### src/rtl/dct_da_pkg.sv
// ---------------------------------------------------------------------------
// dct_da_pkg
// Shared constants and types for the DCT distributed-arithmetic engines.
//   ROM_W      : coefficient ROM data width (unsigned Q3.14)
//   FRAC_W     : fractional bits carried by ROM data and accumulator
//   ADDR_W     : ROM bit-slice address width (one bit per input sample)
//   ROUND_HALF : 2^(FRAC_W-1), bias used by the optional rounding stage
//   state_t    : engine FSM states
// ---------------------------------------------------------------------------
package dct_da_pkg;

    localparam int unsigned ROM_W      = 17;
    localparam int unsigned FRAC_W     = 14;
    localparam int unsigned ADDR_W     = 4;
    localparam int unsigned ROUND_HALF = 1 << (FRAC_W - 1);

    typedef enum logic [1:0] {
        IDLE = 2'd0,
        RUN  = 2'd1,
        DONE = 2'd2
    } state_t;

endpackage : dct_da_pkg

### src/rtl/da_accum_z0.sv
// ---------------------------------------------------------------------------
// da_accum_z0
// Distributed-arithmetic engine for the DCT Z0 coefficient path. Walks the
// bits of four signed samples MSB-first, addressing an external Z0 ROM with
// each bit slice and shift-accumulating the returned Q3.14 words. The sign
// bit slice is subtracted (two's-complement weight).
//
// Ports:
//   clk        in   clock, posedge
//   rst_n      in   asynchronous active-low reset
//   in_valid   in   sample set valid
//   in_ready   out  engine idle, can accept a set
//   x_in       in   {x3,x2,x1,x0}, each IN_W-bit signed, x0 in the LSBs
//   rom_cs     out  ROM chip select (high only while running)
//   rom_addr   out  {x3[b],x2[b],x1[b],x0[b]} for current bit b
//   rom_data   in   combinational ROM word for rom_addr (unsigned Q3.14)
//   out_valid  out  result valid, held until out_ready
//   out_ready  in   downstream accepts result
//   y_out      out  signed result, Q(ACC_W-14).14
//
// Build option:
//   DA_ROUND_EN  when defined, y_out is rounded half toward +inf to an
//                integer (fraction bits cleared) on the way into DONE.
// ---------------------------------------------------------------------------
module da_accum_z0 #(
    parameter int IN_W  = 8,
    parameter int ROM_W = dct_da_pkg::ROM_W,
    parameter int ACC_W = ROM_W + IN_W + 1
) (
    input  logic                           clk,
    input  logic                           rst_n,
    input  logic                           in_valid,
    output logic                           in_ready,
    input  logic [4*IN_W-1:0]              x_in,
    output logic                           rom_cs,
    output logic [dct_da_pkg::ADDR_W-1:0]  rom_addr,
    input  logic [ROM_W-1:0]               rom_data,
    output logic                           out_valid,
    input  logic                           out_ready,
    output logic signed [ACC_W-1:0]        y_out
);
    import dct_da_pkg::*;

    localparam int CNT_W = (IN_W > 1) ? $clog2(IN_W) : 1;
    localparam logic [CNT_W-1:0] CNT_TOP = CNT_W'(IN_W - 1);

    state_t                   r_state;
    logic [CNT_W-1:0]         r_cnt;
    logic [IN_W-1:0]          r_x0, r_x1, r_x2, r_x3;
    logic signed [ACC_W-1:0]  r_acc;
    logic signed [ACC_W-1:0]  r_y;
    logic                     r_out_valid;

    logic signed [ACC_W-1:0]  w_rom_ext;
    logic signed [ACC_W-1:0]  w_acc_next;
    logic signed [ACC_W-1:0]  w_y_next;
    logic                     w_accept;
    logic                     w_running;

    assign w_running = (r_state == RUN);
    assign w_accept  = (r_state == IDLE) && in_valid;

    assign in_ready  = (r_state == IDLE);
    assign rom_cs    = w_running;
    // Shift regs move left each RUN cycle, so their MSBs always hold bit r_cnt.
    assign rom_addr  = w_running ? {r_x3[IN_W-1], r_x2[IN_W-1], r_x1[IN_W-1], r_x0[IN_W-1]}
                                 : '0;
    assign out_valid = r_out_valid;
    assign y_out     = r_y;

    // ROM words are unsigned: zero-extend into the signed accumulator domain.
    assign w_rom_ext = signed'({{(ACC_W-ROM_W){1'b0}}, rom_data});

    always_comb begin
        w_acc_next = r_acc;
        if (r_cnt == CNT_TOP) begin
            // Sign bit slice carries weight -2^(IN_W-1).
            w_acc_next = -w_rom_ext;
        end else begin
            w_acc_next = (r_acc <<< 1) + w_rom_ext;
        end
    end

`ifdef DA_ROUND_EN
    logic signed [ACC_W-1:0] w_biased;
    assign w_biased = w_acc_next + signed'(ACC_W'(ROUND_HALF));
    // Arithmetic shift right then left by FRAC_W == clearing the fraction bits.
    assign w_y_next = {w_biased[ACC_W-1:FRAC_W], {FRAC_W{1'b0}}};
`else
    assign w_y_next = w_acc_next;
`endif

    always_ff @(posedge clk or negedge rst_n) begin
        if (!rst_n) begin
            r_state     <= IDLE;
            r_cnt       <= '0;
            r_x0        <= '0;
            r_x1        <= '0;
            r_x2        <= '0;
            r_x3        <= '0;
            r_acc       <= '0;
            r_y         <= '0;
            r_out_valid <= 1'b0;
        end else begin
            case (r_state)
                IDLE: begin
                    if (w_accept) begin
                        r_x0    <= x_in[0*IN_W +: IN_W];
                        r_x1    <= x_in[1*IN_W +: IN_W];
                        r_x2    <= x_in[2*IN_W +: IN_W];
                        r_x3    <= x_in[3*IN_W +: IN_W];
                        r_cnt   <= CNT_TOP;
                        r_acc   <= '0;
                        r_state <= RUN;
                    end
                end
                RUN: begin
                    r_acc <= w_acc_next;
                    r_x0  <= r_x0 << 1;
                    r_x1  <= r_x1 << 1;
                    r_x2  <= r_x2 << 1;
                    r_x3  <= r_x3 << 1;
                    if (r_cnt == '0) begin
                        r_y         <= w_y_next;
                        r_out_valid <= 1'b1;
                        r_state     <= DONE;
                    end else begin
                        r_cnt <= r_cnt - 1'b1;
                    end
                end
                DONE: begin
                    if (out_ready) begin
                        r_out_valid <= 1'b0;
                        r_state     <= IDLE;
                    end
                end
                default: begin
                    r_state     <= IDLE;
                    r_out_valid <= 1'b0;
                end
            endcase
        end
    end

endmodule : da_accum_z0

### config.mk
export PLATFORM = sky130hd
export DESIGN_NAME = da_accum_z0
export DESIGN_NICKNAME = d
export VERILOG_FILES = /design/src/rtl/dct_da_pkg.sv /design/src/rtl/da_accum_z0.sv
export SDC_FILE = /design/constraint.sdc
export NUM_CORES = 1
export LEC_CHECK = 0
export CAP_MARGIN = 20
export CORE_UTILIZATION = 45
export DETAILED_ROUTE_END_ITERATION = 10
export PLACE_DENSITY_LB_ADDON = 0.2
export SLEW_MARGIN = 20
export SYNTH_ARGS = -nofsm -noshare
export SYNTH_HDL_FRONTEND = slang
export SYNTH_SLANG_ARGS = --single-unit
### constraint.sdc
create_clock -name clk -period 7 [get_ports clk]
set_input_delay 2.1 -clock clk [delete_from_list [all_inputs] [get_ports clk]]
set_output_delay 2.1 -clock clk [all_outputs]
set_load 0.01 [all_outputs]
### Port wiring, run 1

Scale bar: 20 um.
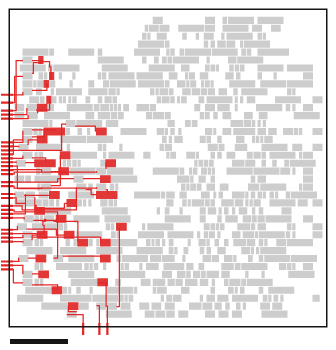
Red marks x_in, bits 32, direction input, edge 29 left, 3 bottom, end cells 32, buffers 32, wire 657 um.
port bufs: 85
total I/O pin count: 86

### Metal 2, run 1

Cells faint in the background.
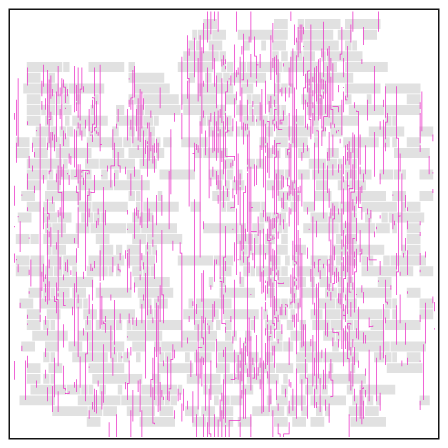
The longest straight run is 47.6 um. The layer carries 5200 um of wire. The layer holds 43% of the routed length. 581 nets have wire on it.
vias post-DR: 4217
routing usage on met2: 33.39%
Routed WL: 12.02 mm

### The metal 1 layer, run 1

Supply wires on this layer in gray. Cells faint in the background.
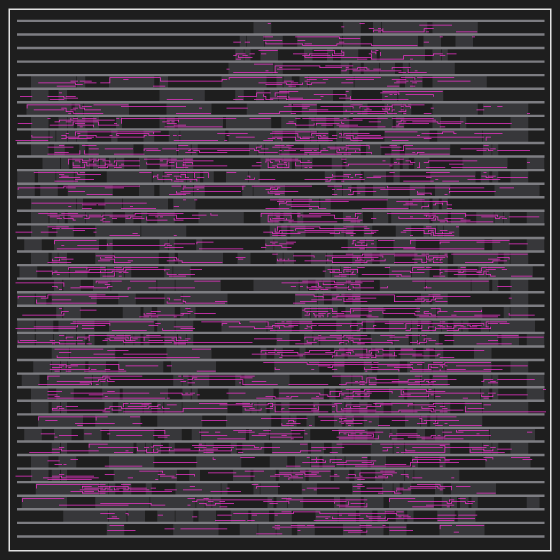
The layer carries 5770 um of wire. The wires run mostly horizontal. The layer holds 48% of the routed length. 627 nets have wire on it. The longest straight run is 28.5 um.
M1 GR Usage: 30.29%

### Congestion heat map, run 1

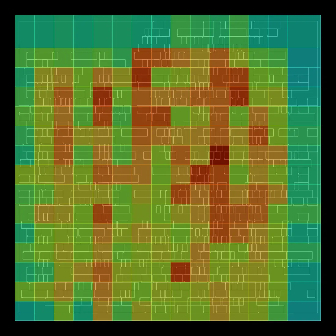
drt wl/cell: 15.51 um
gr usage total: 22.14%
GRT met3 Usage: 5.244%
GR peak layer: met2

## run 1: cell type report
type	instances	area [um^2]	area share (%)
multi-input cells	432	2679	42.38
flip-flops and latches	89	2227	35.23
repair buffers	89	878.3	13.90
clock buffers	9	225.2	3.563
well taps	140	175.2	2.771
clock inverters	7	102.6	1.623
inverters	9	33.78	0.5344
## run 1: cells by family (layout without fill, tap and decap cells)
family / Yosys count / after routing
AND-OR/OR-AND: 172 / 172
flip-flops: 89 / 89
adder cells (fa/ha/maj): 21 / 21
AND/OR/NAND/NOR: 174 / 174
buffers and inverters: 40 / 114
multiplexers: 31 / 31
XOR/XNOR: 34 / 34
## run 1: worst min-delay path, delay by kind of cell, from the launching register on
kind | cells | cell delay, ps
flip-flops | 1 | 340
AND-OR/OR-AND | 1 | 60
AND/OR/NAND/NOR | 1 | 50
## run 1: worst min path at each step
stage	from	to	cells past startpoint
2_1_floorplan	r_x0[7]	r_x0[7]	2
6_report	r_x2[1]	r_x2[1]	2
3_3_place_gp	r_x0[7]	r_x0[7]	2
5_1_grt	r_x3[6]	r_x3[6]	2
3_5_place_dp	r_x1[5]	r_x1[5]	2
4_1_cts	r_x2[1]	r_x2[1]	2
## run 1: routing by layer
| layer | vias up | wire [um] | track usage, % | part of all wire [%] |
|---|---|---|---|---|
| met5 | - | 0 | 0 | 0 |
| met4 | 0 | 274 | 9.653 | 2.3 |
| met3 | 21 | 780 | 5.244 | 6.5 |
| met2 | 123 | 5199 | 33.39 | 43 |
| met1 | 1973 | 5769 | 30.29 | 48 |
| li1 | 2100 | - | - | - |
## run 1: where the power goes
group | internal [mW] | leakage [nW] | switching (mW) | total [mW]
registers | 0.771 | 1.10 | 0.179 | 0.950
clock network | 0.317 | 0.162 | 0.215 | 0.532
logic | 0.641 | 1.49 | 0.795 | 1.44
total | 1.73 | 2.75 | 1.19 | 2.92
## run 1: cell usage after synthesis (2+ instances only)
master    number  area [um^2]
or3_1          3        18.77
xnor2_1       19        166.4
a211oi_1       2        15.01
o21bai_1       5        37.54
and2_1         9        56.30
nand3_1        2        10.01
inv_1          9        33.78
mux2_2         2        22.52
o21ai_1        2        10.01
nor2_1        23        86.33
nor2b_1        6        37.54
or3_4          3        33.78
a22oi_1        3        22.52
nand4_1        5        31.28
buf_2          3        15.01
a32oi_1        3        26.28
nand2b_1       4        25.02
nor3_1         4        20.02
a21oi_1       37        185.2
o21ai_0       99        495.5
xor2_1        15        131.4
ha_1          20        250.2
mux2i_1       29        290.3
dfrtp_1       89         2227
o211ai_1       5        37.54
clkbuf_1      23        86.33
a31oi_1        4        25.02
o221ai_1       3        26.28
and3_1         6        37.54
a21o_1         3        22.52
nand2_1       98        367.9
clkbuf_8       2        27.53
## run 1: state kept, by name (all words and copies together) (netlist names)
signal / count
r_x2: 8
out_valid: 1
r_x3: 8
r_cnt: 3
r_acc: 25
r_x0: 8
y_out: 26
r_state: 2
r_x1: 8
==> flow_summary_export.csv, run 1 <==
group,metric,value,unit
cts,numClockSinks,89,
timing,finalHoldViolations,0,
setup_path,crit_buf_inv,3,
cts,cts_root_buf,"clkbuf_16",
setup_path,critical_path.top_delay_family,"buffers and inverters",
cts,cts_setup_buffers,0,
run,warning_count,28,
global_routing,antenna_found_initial,0,
timing,setup_viol,0,
place,hpwl,8.839,mm
setup_path,critical_path_depth,5,
global_routing,grt_pass1_wl,19.85,mm
power,p_leak,2.746,nW
place,gp_congestion,0.8749,
power,max-vdd-ir-drop,0.0002147,V
synth,simple_gate_share,16.33,%
cts,clock_latency,350,ps
timing,setup_ws,1626,ps
setup_path,crit_path_start,"r_state[0]",
timing,setup-tns-final,0,ps
cts,clockBufferDepth,2,
timing,finalMaxSlewViolations,0,
synth,ys_area,0.005081,mm^2
finish,drive_gt1_share,5.354,%
setup_path,cp-end-kind,"output port",
drt,first_pass_iters,4,
setup_path,max_stage_delay,730,ps
floorplan,die_h,108.3,um
run_status,outcome,"finished clean",
setup_path,required,4900,ps
run,cap_violations,0,
floorplan,chip_area,0.01172,mm^2
drt,drt_iter0_markers,152,
setup_path,cp_data_arrival_time,3270,ps
finish,n_antenna_cell,0,
timing,finClkSkew,8.770,ps
synth,fp_nets,635,
cts,cts_tree,"done",
power,powerDensity,461.7,mW/mm^2
timing,fmax,186.1,MHz
setup_path,reg2reg_from,"r_state[0]",
synth,synth.cellmix.compoundShare,18.84,%
synth,adder_share,5.319,%
cts,ctsResizeCount,0,
hold_path,hold_path.class,"register to register",
synth,ys_cells,561,
place,placed_cell_area,0.005993,mm^2
synth,ys_seq_share,43.83,%
cts,cts_hold_buf,0,
synth,yosys_warnings,0,
cts,htree_num_levels,3,
power,power,2.918,mW
finish,design_area,0.006321,mm^2
synth,logic_family,"AND-OR/OR-AND gates",
place,place_ws,1710,ps
cts,cts_buffers,9,
finish,final_core_util,57.80,%
drt,via_per_inst,5.441,
timing,rsz0062_at_grt,"no",
finish,fillers,998,
timing,finalCritPeriodShare,76.77,%
setup_path,crit_chain,"nand2b_1 -> inv_1 -> buf_4 -> and2_1 -> clkdlybuf4s50_1",
drt,antenna_left,0,
global_routing,grt_overflow,0,
synth,edf_count,0,
floorplan,coreArea,0.01094,mm^2
finish,layout_top_cells,"o21ai_0, nand2_1, dfrtp_1, clkdlybuf4s50_1, a21oi_1",
synth,syn_inst,561,
floorplan,fp_util,46.46,%
timing,slew_headroom,41.16,%
finish,nets,704,
timing,worst_pin_slew,882.6,ps
place,dp.cells,759,
setup_path,path_class,"register to output port",
global_routing,grt_pass1_vias,4014,
synth,mux_share,6.156,%
synth,synthArstFlopShare,100.0,%
synth,ys_ff,89,
synth,syn-cell-area,0.005081,mm^2
finish,area_growth_syn_to_layout,24.40,%
setup_path,cp_slowest_cell,"inv_1",
timing,fin_crit,5374,ps
finish,final_common_cell,"o21ai_0",
setup_path,cp-endpoint,"rom_addr[2]",
synth,ys_sh_xor,5.861,%
setup_path,r2r-end,"y_out[22]",
cts,clk_pin_slew,60,ps
setup_path,r2r_slack,3590,ps
floorplan,rows,38,
timing,holdWs,478.8,ps
floorplan,die_w,108.3,um
synth,ys_types,53,
synth,synthFlopType,"dfrtp_1",
drt,drc,0,
setup_path,cp_max_fo,21,
finish,fin_cells,775,
setup_path,cp-start-kind,"register",
setup_path,r2r_cells,7,
global_routing,grt_start_max_net_pins,66,
synth,avgSynthCellArea,9.057,um^2
### Sequential cells colored by netlist name, run 1

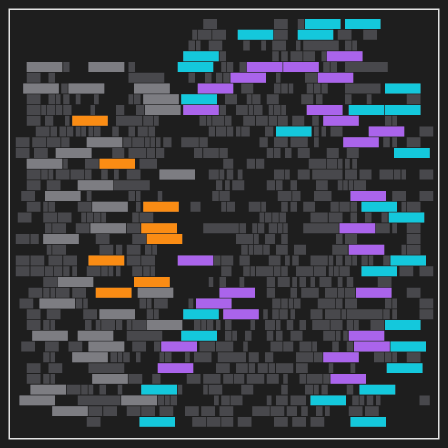

==> run 2: changes to the inputs <==
==> constraint.sdc (replaced) <==
create_clock -name clk -period 4.5 [get_ports clk]
set_input_delay 1.35 -clock clk [delete_from_list [all_inputs] [get_ports clk]]
set_output_delay 1.35 -clock clk [all_outputs]
set_load 0.01 [all_outputs]
### Sequential cells colored by netlist name, run 2

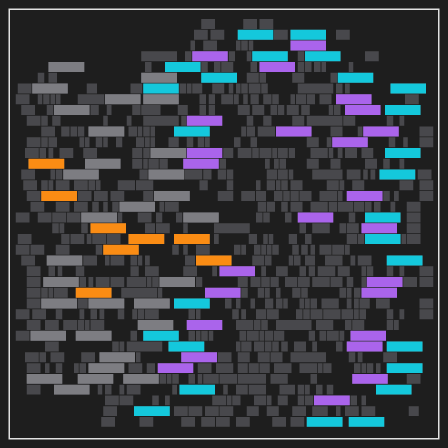
Orange marks r_x2, placed flops 8. Purple marks r_acc, placed flops 25. Cyan marks y_out, placed flops 26.
Seq power: 1.47 mW
final core utilization: 57.80%
fraction of area in registers: 35.23%

### Congestion heat map, run 2

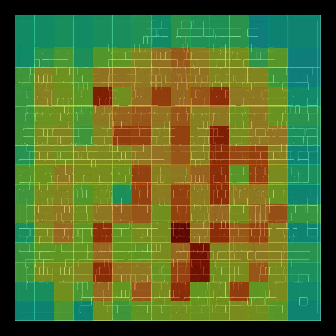
routing usage on met2: 37.03%
drt wl/cell: 15.96 um
M1 GR Usage: 30.54%
GRT met3 Usage: 5.003%
gr usage total: 22.94%

==> flow_summary_export.csv, run 2 <==
group,metric,value,unit
setup_path,cp-start-kind,"register",
timing,finalCritPeriodShare,88.74,%
drt,drt_iter0_markers,196,
synth,logic_family,"AND-OR/OR-AND gates",
setup_path,cp-end-kind,"output port",
power,max-vdd-ir-drop,0.0003454,V
synth,fp_nets,635,
synth,adder_share,5.319,%
synth,synth.cellmix.compoundShare,18.84,%
floorplan,fp_util,46.46,%
floorplan,die_w,108.3,um
finish,area_growth_syn_to_layout,24.40,%
global_routing,antenna_found_initial,0,
drt,drc,0,
place,gp_congestion,0.8883,
synth,syn-cell-area,0.005081,mm^2
synth,top_cell_area_share,43.83,%
run,cap_violations,0,
finish,n_antenna_cell,0,
global_routing,grt_pass1_vias,4216,
cts,clk_pin_slew,70,ps
drt,first_pass_iters,5,
floorplan,io_pins,86,
synth,ys_ff,89,
finish,logic_area,0.002679,mm^2
finish,largest_register_ffs,26,
timing,setup-tns-final,0,ps
finish,nets,709,
synth,mux_share,6.156,%
floorplan,rows,38,
synth,avgSynthCellArea,9.057,um^2
run,warning_count,28,
synth,ys_seq_share,43.83,%
cts,clock_latency,340,ps
drt,vias,4307,
synth,yosys-top-cells-count,"o21ai_0, nand2_1, dfrtp_1, a21oi_1, mux2i_1",
synth,ys_sh_xor,5.861,%
finish,fillers,1003,
synth,ys_area,0.005081,mm^2
timing,finalHoldViolations,0,
cts,cts_hold_buf,0,
synth,synthFlopType,"dfrtp_1",
place,placed_cell_area,0.006031,mm^2
floorplan,die_h,108.3,um
timing,worst_pin_slew,909.4,ps
timing,slew_headroom,39.37,%
cts,htree_num_levels,3,
place,hpwl,8.959,mm
drt,antenna_left,0,
global_routing,grt_pass1_wl,20.71,mm
drt,via_per_inst,5.522,
synth,simple_gate_share,16.33,%
place,dp.cells,764,
finish,fin_cells,780,
cts,cts_tree,"done",
timing,setup_ws,506.6,ps
cts,ctsResizeCount,0,
synth,topCellsByArea,"dfrtp_1, o21ai_0, nand2_1",
setup_path,required,3150,ps
cts,cts_buffers,9,
finish,drive_gt1_share,6.094,%
synth,top_cell,"o21ai_0",
synth,synthArstFlopShare,100.0,%
synth,top_area_cell,"dfrtp_1",
setup_path,path_class,"register to output port",
finish,final_common_cell,"o21ai_0",
drt,routed_wl,12.45,mm
synth,yosys_warnings,0,
cts,numClockSinks,89,
global_routing,grt_start_max_net_pins,84,
setup_path,cp_max_fo,19,
timing,setup_viol,0,
place,numPortBuffers,85,
power,power,4.484,mW
power,p_leak,2.746,nW
cts,cts_root_buf,"clkbuf_16",
cts,clockBufferDepth,2,
timing,finClkSkew,4.881,ps
finish,layout_top_cells,"o21ai_0, nand2_1, dfrtp_1, clkdlybuf4s50_1, a21oi_1",
hold_path,hold_path.class,"register to register",
floorplan,chip_area,0.01172,mm^2
synth,ys_types,53,
synth,syn_inst,561,
floorplan,coreArea,0.01094,mm^2
timing,fin_crit,3993,ps
synth,edf_count,0,
synth,ys_cells,561,
timing,fmax,250.4,MHz
timing,rsz0062_at_grt,"no",
timing,finalMaxSlewViolations,0,
finish,seq_area,0.002227,mm^2
place,place_ws,445.6,ps
setup_path,cp_data_arrival_time,2640,ps
finish,design_area,0.006321,mm^2
cts,cts_setup_buffers,0,
run_status,outcome,"finished clean",
power,powerDensity,709.4,mW/mm^2
global_routing,grt_overflow,0,
==> run 2: netlist changes by cell type in the layout (fill, tap and decap cells not counted), sizes merged <==
cell and delta:
inv -1, buf +5, clkinvlp +2, clkbuf +2, clkinv -1, bufinv -2
==> run 2: report_power, final <==
group / switching (mW) / internal, mW / total, mW / leakage (nW)
Sequential: 0.268 / 1.20 / 1.47 / 1.10
Clock: 0.326 / 0.407 / 0.733 / 0.138
Combinational: 1.26 / 1.02 / 2.28 / 1.51
Total: 1.86 / 2.63 / 4.48 / 2.75
==> run 2: logic make-up after synthesis <==
group                      count (synthesis)
xor gates and xnor gates                  34
adders and majority gates                 21
AOI/OAI and AO/OA                        172
buffers and inverters                     40
DFF                                       89
muxes                                     31
and+or+nand+nor                          174
==> run 2: worst max-delay path, stage by stage (launching register included) <==
cell             delay [ps]
dfrtp_1                 500
nand2b_1                200
buf_4                   200
inv_1                   590
and2_1                  260
clkdlybuf4s50_1         540
==> run 2: final timing paths <==
check | start | endpoint | slack [ps] | depth (start not counted)
setup / recovery | r_state[1] | rom_addr[1] | 510 | 5
hold / removal | y_out[16] | y_out[16] | 480 | 2
setup reg to reg | r_state[1] | y_out[17] | 1440 | 8
hold reg to reg | y_out[16] | y_out[16] | 480 | 2
max in group asynchronous | rst_n | r_acc[20] | 2630 | 2
min in group asynchronous | rst_n | y_out[8] | 1110 | 1
==> run 2: metal layers <==
metal  global-route usage (%)  share of wire (%)  vias to the layer above  wire length [um]
li1                         -                  -                     2118                 -
met1                    30.54                 47                     2047              5826
met2                    37.03                 46                      128              5747
met3                    5.003                5.8                       14               717
met4                    7.722                1.3                        0               160
met5                        0                  0                        -                 0
==> run 2: layout make-up <==
type                    count  share of cell area [%]
clock buffers              11                   3.998
clock inverters             5                  0.5938
inverters                   9                  0.5344
multi-input cells         432                   42.38
flip-flops and latches     89                   35.23
well taps                 140                   2.771
repair buffers             94                   14.49
==> run 2: per-stage QoR <==
stage | hold slack (ps) | util (%)
6_report | 476.2 | 57.80
3_3_place_gp | 454.5 | 55.15
3_5_place_dp | 469.8 | 55.15
5_1_grt | 502.7 | 57.80
2_1_floorplan | 441.8 | -
4_1_cts | 483.9 | 57.80
No activity file was given, so power comes from the tool's default toggle rates.
